$ cat src/rtl/wb_stage_pkg.sv
// Shared types and codes for the MIPS32 writeback stage.
// Optional bypass outputs are enabled by defining WB_BYPASS_EN.
package wb_stage_pkg;

   localparam int WORD_WIDTH = 32;
   localparam int REG_ADDR_W = 5;

   localparam logic [REG_ADDR_W-1:0] REG_ZERO  = '0;
   localparam logic [WORD_WIDTH-1:0] ZERO_WORD = '0;

   localparam logic [2:0] LOAD_LB  = 3'b000;
   localparam logic [2:0] LOAD_LH  = 3'b001;
   localparam logic [2:0] LOAD_LW  = 3'b010;
   localparam logic [2:0] LOAD_LBU = 3'b100;
   localparam logic [2:0] LOAD_LHU = 3'b101;

   typedef enum logic {
      WB_IDLE = 1'b0,
      WB_WAIT = 1'b1
   } wb_state_t;

endpackage

$ cat src/rtl/wb_stage_load_align.sv
// Little-endian load data extraction and alignment check.
// Purely combinational so the MEM stage can reuse it.
module wb_stage_load_align
   import wb_stage_pkg::*;
#(
   parameter int W = WORD_WIDTH
) (
   input  logic [W-1:0] rdata,
   input  logic [1:0]   offset,
   input  logic [2:0]   load_type,
   output logic [W-1:0] data,
   output logic         err
);

   logic [7:0]  b;
   logic [15:0] h;

   always_comb begin
      b = 8'h00;
      unique case (offset)
         2'd0: b = rdata[7:0];
         2'd1: b = rdata[15:8];
         2'd2: b = rdata[23:16];
         2'd3: b = rdata[31:24];
      endcase
      h = offset[1] ? rdata[31:16] : rdata[15:0];
   end

   always_comb begin
      data = rdata;
      err  = 1'b0;
      case (load_type)
         LOAD_LB:  data = {{(W-8){b[7]}}, b};
         LOAD_LBU: data = {{(W-8){1'b0}}, b};
         LOAD_LH: begin
            data = {{(W-16){h[15]}}, h};
            err  = offset[0];
         end
         LOAD_LHU: begin
            data = {{(W-16){1'b0}}, h};
            err  = offset[0];
         end
         LOAD_LW:  err = |offset;
         default:  err = 1'b1;
      endcase
   end

endmodule

$ cat src/rtl/wb_stage.sv
// MIPS32 writeback stage: waits on load responses, registers the GPR write.
// Define WB_BYPASS_EN to expose the committing value on fwd_* ports.
module wb_stage
   import wb_stage_pkg::*;
#(
   parameter int W  = WORD_WIDTH,
   parameter int RW = REG_ADDR_W
) (
   input  logic          clk,
   input  logic          rst,
   input  logic          in_valid,
   output logic          in_ready,
   input  logic          in_write_en,
   input  logic [RW-1:0] in_write_addr,
   input  logic [W-1:0]  in_result,
   input  logic          in_is_load,
   input  logic [2:0]    in_load_type,
   input  logic [W-1:0]  dmem_rdata,
   input  logic          dmem_rvalid,
   output logic          rf_write_en,
   output logic [RW-1:0] rf_write_addr,
   output logic [W-1:0]  rf_write_data,
   output logic          misalign_err,
   output logic          retired
`ifdef WB_BYPASS_EN
   ,
   output logic          fwd_valid,
   output logic [RW-1:0] fwd_addr,
   output logic [W-1:0]  fwd_data
`endif
);

   wb_state_t     state;
   logic          lat_wen;
   logic [RW-1:0] lat_addr;
   logic [1:0]    lat_off;
   logic [2:0]    lat_type;

   logic          xfer;
   logic          commit;
   logic          c_load;
   logic          c_wen;
   logic [RW-1:0] c_addr;
   logic [1:0]    c_off;
   logic [2:0]    c_type;
   logic [W-1:0]  c_data;
   logic          c_err;
   logic          c_we;
   logic [W-1:0]  al_data;
   logic          al_err;

   assign in_ready = (state == WB_IDLE) & ~rst;
   assign xfer     = in_valid & in_ready;

   always_comb begin
      if (state == WB_WAIT) begin
         commit = dmem_rvalid;
         c_load = 1'b1;
         c_wen  = lat_wen;
         c_addr = lat_addr;
         c_off  = lat_off;
         c_type = lat_type;
      end else begin
         commit = xfer & (~in_is_load | dmem_rvalid);
         c_load = in_is_load;
         c_wen  = in_write_en;
         c_addr = in_write_addr;
         c_off  = in_result[1:0];
         c_type = in_load_type;
      end
   end

   wb_stage_load_align #(.W(W)) u_align (
      .rdata     (dmem_rdata),
      .offset    (c_off),
      .load_type (c_type),
      .data      (al_data),
      .err       (al_err)
   );

   assign c_err  = c_load & al_err;
   assign c_data = c_load ? al_data : in_result;
   assign c_we   = commit & c_wen & ~c_err
                 & (c_addr != RW'(REG_ZERO));

`ifdef WB_BYPASS_EN
   assign fwd_valid = c_we;
   assign fwd_addr  = c_addr;
   assign fwd_data  = c_data;
`endif

   always_ff @(posedge clk) begin
      if (rst) begin
         state         <= WB_IDLE;
         lat_wen       <= 1'b0;
         lat_addr      <= '0;
         lat_off       <= 2'd0;
         lat_type      <= 3'd0;
         rf_write_en   <= 1'b0;
         rf_write_addr <= '0;
         rf_write_data <= W'(ZERO_WORD);
         misalign_err  <= 1'b0;
         retired       <= 1'b0;
      end else begin
         rf_write_en  <= c_we;
         misalign_err <= commit & c_err;
         retired      <= commit;
         if (commit) begin
            rf_write_addr <= c_addr;
            rf_write_data <= c_data;
         end
         unique case (state)
            WB_IDLE: begin
               // Load accepted without its data: park it until rvalid.
               if (xfer && in_is_load && !dmem_rvalid) begin
                  state    <= WB_WAIT;
                  lat_wen  <= in_write_en;
                  lat_addr <= in_write_addr;
                  lat_off  <= in_result[1:0];
                  lat_type <= in_load_type;
               end
            end
            WB_WAIT: begin
               if (dmem_rvalid) state <= WB_IDLE;
            end
         endcase
      end
   end

endmodule
$ cat config.mk
export PLATFORM = sky130hd
export DESIGN_NAME = wb_stage
export DESIGN_NICKNAME = d
export VERILOG_FILES = /design/src/rtl/wb_stage_pkg.sv /design/src/rtl/wb_stage_load_align.sv /design/src/rtl/wb_stage.sv
export SDC_FILE = /design/constraint.sdc
export NUM_CORES = 1
export LEC_CHECK = 0
export ABC_AREA = 1
export CORE_ASPECT_RATIO = 1.25
export CORE_MARGIN = 4
export CORE_UTILIZATION = 35
export CTS_BUF_LIST = sky130_fd_sc_hd__clkbuf_2
export DETAILED_ROUTE_END_ITERATION = 8
export PLACE_DENSITY = 0.67
export SLEW_MARGIN = 10
export SYNTH_ARGS = -nofsm -noshare
export SYNTH_HDL_FRONTEND = slang
export SYNTH_SLANG_ARGS = --single-unit
$ cat constraint.sdc
create_clock -name clk -period 4.5 [get_ports clk]
set_input_delay 1.35 -clock clk [delete_from_list [all_inputs] [get_ports clk]]
set_output_delay 1.35 -clock clk [all_outputs]
set_load 0.03 [all_outputs]
Sizing map:
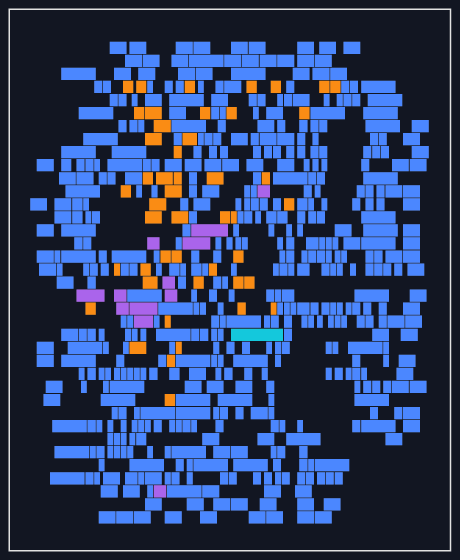
- x6 and larger: cyan (cells 1; share 0.18%)
- x1 and smaller: blue (cells 501; share 89%)
- x3 and x4: purple (cells 12; share 2.1%)
- x2: orange (cells 47; share 8.4%)
number of ordinary and repair buffers in the finished layout: 124
crit path setup slack, layout: 0.561 ns

Met3 routing:
Cells faint in the background.
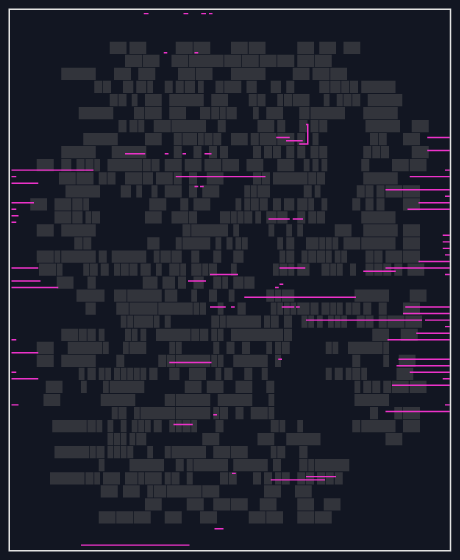
- nets with wire on the layer: 66
- wire length on this layer: 404 microns

Gate families picked out:
Scale bar: 20 microns.
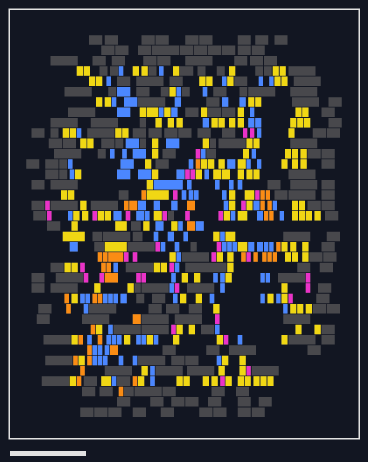
- nor cells: orange (cells 40; most used nor2_1)
- aoi and oai cells: yellow (cells 159; most used a21oi_1; where widely spread)
- nand cells: blue (cells 124; most used nand2_1)
- inv cells: magenta (cells 36; most used inv_1)
fraction of area in multi-input gates: 0.397
Non-Filler Instances: 679
most common cell after layout, fill and taps aside: sky130_fd_sc_hd__clkdlybuf4s50_1

Congestion heat map:
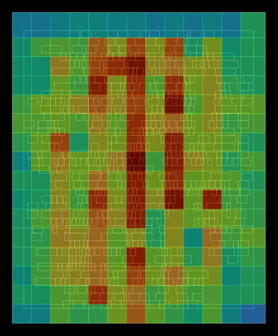
met3 demand-to-capacity share in global routing: 0.0255
utilization of the core after routing: 0.518
met1 track demand over resource: 0.208
met2 track demand over resource: 0.325
routed wirelength normalized by instance count: 14.3 microns

Clock distribution:
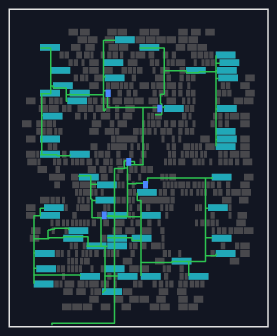
- clock wires: green (length 682 microns)
- flip-flops: cyan (count 52)
- clock-net drivers: blue (count 5)
- routed clock nets: 6
Worst Clk Skew: 0.0272 ns
Power Clock: 247 uW
clock insertion delay at the later pin of the skew report: 0.45 ns
fraction of power consumed by the clock network: 0.221

==> ds_physical_params.txt <==
Characteristics after synthesis and place and route

Parameter                              Value

Timing
  Final Hold Vio Count .................. 0
  Tmin final .................. 3.94 ns
  Worst slew slack as a fraction of its limit .................. 0.410
  Post-layout period usage .................. 0.875
  Setup-failing EPs final .................. 0
  FMAX .................. 0.254 GHz
  Unrepaired setup endpoints after global routing .................. no
  Final slew viol count .................. 0
  Setup TNS .................. 0 ns

Synthesis
  Main area contributors .................. sky130_fd_sc_hd__dfxtp_1, sky130_fd_sc_hd__a21oi_1, sky130_fd_sc_hd__nand2_1, sky130_fd_sc_hd__o21ai_0, sky130_fd_sc_hd__nor2_1
  Chip area line of the yosys report .................. 3060 sq um
  Top area contributor share .................. 0.340
  Number of enable-type register cells in the synthesized netlist .................. 0
  Top post-synthesis cells by count .................. sky130_fd_sc_hd__nand2_1, sky130_fd_sc_hd__a21oi_1, sky130_fd_sc_hd__o21ai_0
  Register area share after synthesis .................. 0.340
  Count of yosys warnings during synthesis .................. 0
  Syn Area/Cell .................. 6.68 sq um
  Distinct cell type count of the synthesized netlist .................. 33
  Most used flip-flop cell .................. sky130_fd_sc_hd__dfxtp_1
  Dominant cell by count in the synthesized netlist .................. sky130_fd_sc_hd__nand2_1
  Cell count after synthesis .................. 459
  Number of cell instances after yosys synthesis .................. 459
  Cell area after technology mapping .................. 3060 sq um
  Syn nets .................. 537
  Largest area contributor in the synthesized netlist .................. sky130_fd_sc_hd__dfxtp_1
  Number of register bits inferred by synthesis .................. 52
  Share of synthesized registers carrying an async set or reset .................. 0

Setup path
  Delay of the slowest critical-path stage .................. 0.70 ns
  FF-to-FF End .................. rf_write_data[15]
  Maximum fanout along the worst path .................. 2
  RR Startpoint .................. state
  Req. time, crit path .................. 3.15 ns
  Stages on the worst setup path .................. 3
  Slowest-stage cell, CP .................. sky130_fd_sc_hd__clkdlybuf4s50_1
  Count of cells along the worst register-to-register path .................. 10
  Number of buffer and inverter instances along the worst setup path .................. 2
  Cell mode on critical path .................. sky130_fd_sc_hd__clkdlybuf4s50_1
  Critical path data arrival time .................. 2.59 ns
  Setup slack of the worst register-to-register path .................. 1.69 ns
  Cell family contributing the most delay on the critical path .................. buffers and inverters
  CP Cell Sequence .................. clkdlybuf4s50_1 -> nor2_1 -> clkdlybuf4s50_1
  Crit end category .................. primary output
  Capturing element of the worst setup path .................. in_ready
  Critical path type .................. in -> out
  Startpoint kind of the worst setup timing path .................. input port

Final layout
  Register area .................. 1040 sq um
  # fillers .................. 830
  Total number of multi-input combinational cells .................. 341
  Layout inverter count without the clock tree .................. 36
  Antenna fix cells .................. 1
  Flip-flop and latch share of the layout cell area .................. 0.240
  Seq_cells .................. 52
  Final Instance Area .................. 4340 sq um
  Top cell class by occupied area .................. combinational gates
  Clock network share of area .................. 0.0156
  Non-clk buf share .................. 0.282
  Synthesis-to-layout area growth .................. 41.8%
  Layout clock buffer count .................. 5
  Final Net Count .................. 638
  Comb gate area .................. 1730 sq um
  Most frequent logic cells in the routed design .................. sky130_fd_sc_hd__clkdlybuf4s50_1, sky130_fd_sc_hd__nand2_1, sky130_fd_sc_hd__a21oi_1

Detailed routing
  Topmost layer with routed signal wires .................. met4
  Residual DRC .................. 0
  Drt first-iter violations .................. 155
  Sum of met2 wire segment lengths after detailed routing .................. 4.97 mm
  Met3 routed wirelength .................. 404 microns
  First-pass detailed-route iteration total .................. 4
  Routed met1 length .................. 3.96 mm
  Remaining number of nets flagged by the antenna check after routing .................. 0
  Via count of the routed design .................. 3,338
  Via density per instance .................. 4.92

Global route
  Initial antenna violation count .................. 1
  Vias in the first global route .................. 3,226
  Wire length of the first global-routing pass .................. 15.5 mm
  GRT Residual Overflow .................. 0
  Pin count of the biggest net entering global routing .................. 59

Power
  Max IR drop VDD .................. 0.134 mV
  Leakage power figure .................. 1.80 nW
  Pwr Total .................. 1.12 mW
  Power density normalized to cell area .................. 257 nW/um^2

Clocking
  Max clock buf depth .................. 2
  Hold-fix buffer count after cts .................. 0
  Number of instances resized during post-cts repair .................. 0
  Clock tree from TritonCTS .................. yes
  Number of CTS-inserted buffers .................. 5
  Clock-pin slew on the worst setup and hold paths .................. 0.28 ns
  Sinks on the clock net .................. 52
  CTS Root Cell .................. sky130_fd_sc_hd__clkbuf_2
  Max H-tree Level .................. 2
  Buffers inserted by post-CTS timing repair .................. 0

Hold path
  Worst hold path type .................. reg -> reg
  Depth of the worst hold-timing path .................. 2
  Endpoint of the worst hold path .................. rf_write_addr[1]
  Critical hold path startpoint .................. rf_write_addr[1]

Floorplanning
  Total die area .................. 10,300 sq um
  Top-Level Pins .................. 119
  Floorplan die width .................. 91.7 microns
  Std-Cell Core Area .................. 8380 sq um
  DIE HEIGHT .................. 113 microns
  Number of rows created at floorplan .................. 37
  Fp_density .................. 0.366
  Tap Cells .................. 117

Placement
  Placement-stage worst setup slack .................. 0.557 ns
  Count of port buffers added during placement .................. 118
  RD Place Congestion .................. 0.951
  Placed wire-length estimate after detailed placement .................. 7.40 mm
  Cell area after placement .................. 4270 sq um

Outcome
  Result of the run .................. complete, no violations

Job
  Stage-log warning count .................. 26
  Number of max-cap violations .................. 0
==> power by group <==
group          leakage, nW  switching [mW]  internal, mW
combinational         1.34           0.200         0.164
clock               0.0390           0.154        0.0924
sequential           0.426          0.0153         0.491
==> registers in the layout, summed over array words and instances, names as in the netlist <==
register       flops
rf_write_data     32
rf_write_addr      5
lat_wen            1
misalign_err       1
lat_type           3
rf_write_en        1
state              1
retired            1
lat_addr           5
lat_off            2
==> logic make-up after synthesis <==
family | share of synthesized area
AND-OR/OR-AND | 0.276
buffers and inverters | 0.0996
AND/OR/NAND/NOR | 0.281
multiplexers | 0.00327
flip-flops | 0.340
==> metal layers <==
layer	GRT usage	up-vias
met1	0.208	1486
met4	0.0942	0
met2	0.325	98
met3	0.0255	29
li1	-	1725
met5	0	-
Power and IR drop assume default switching activity.
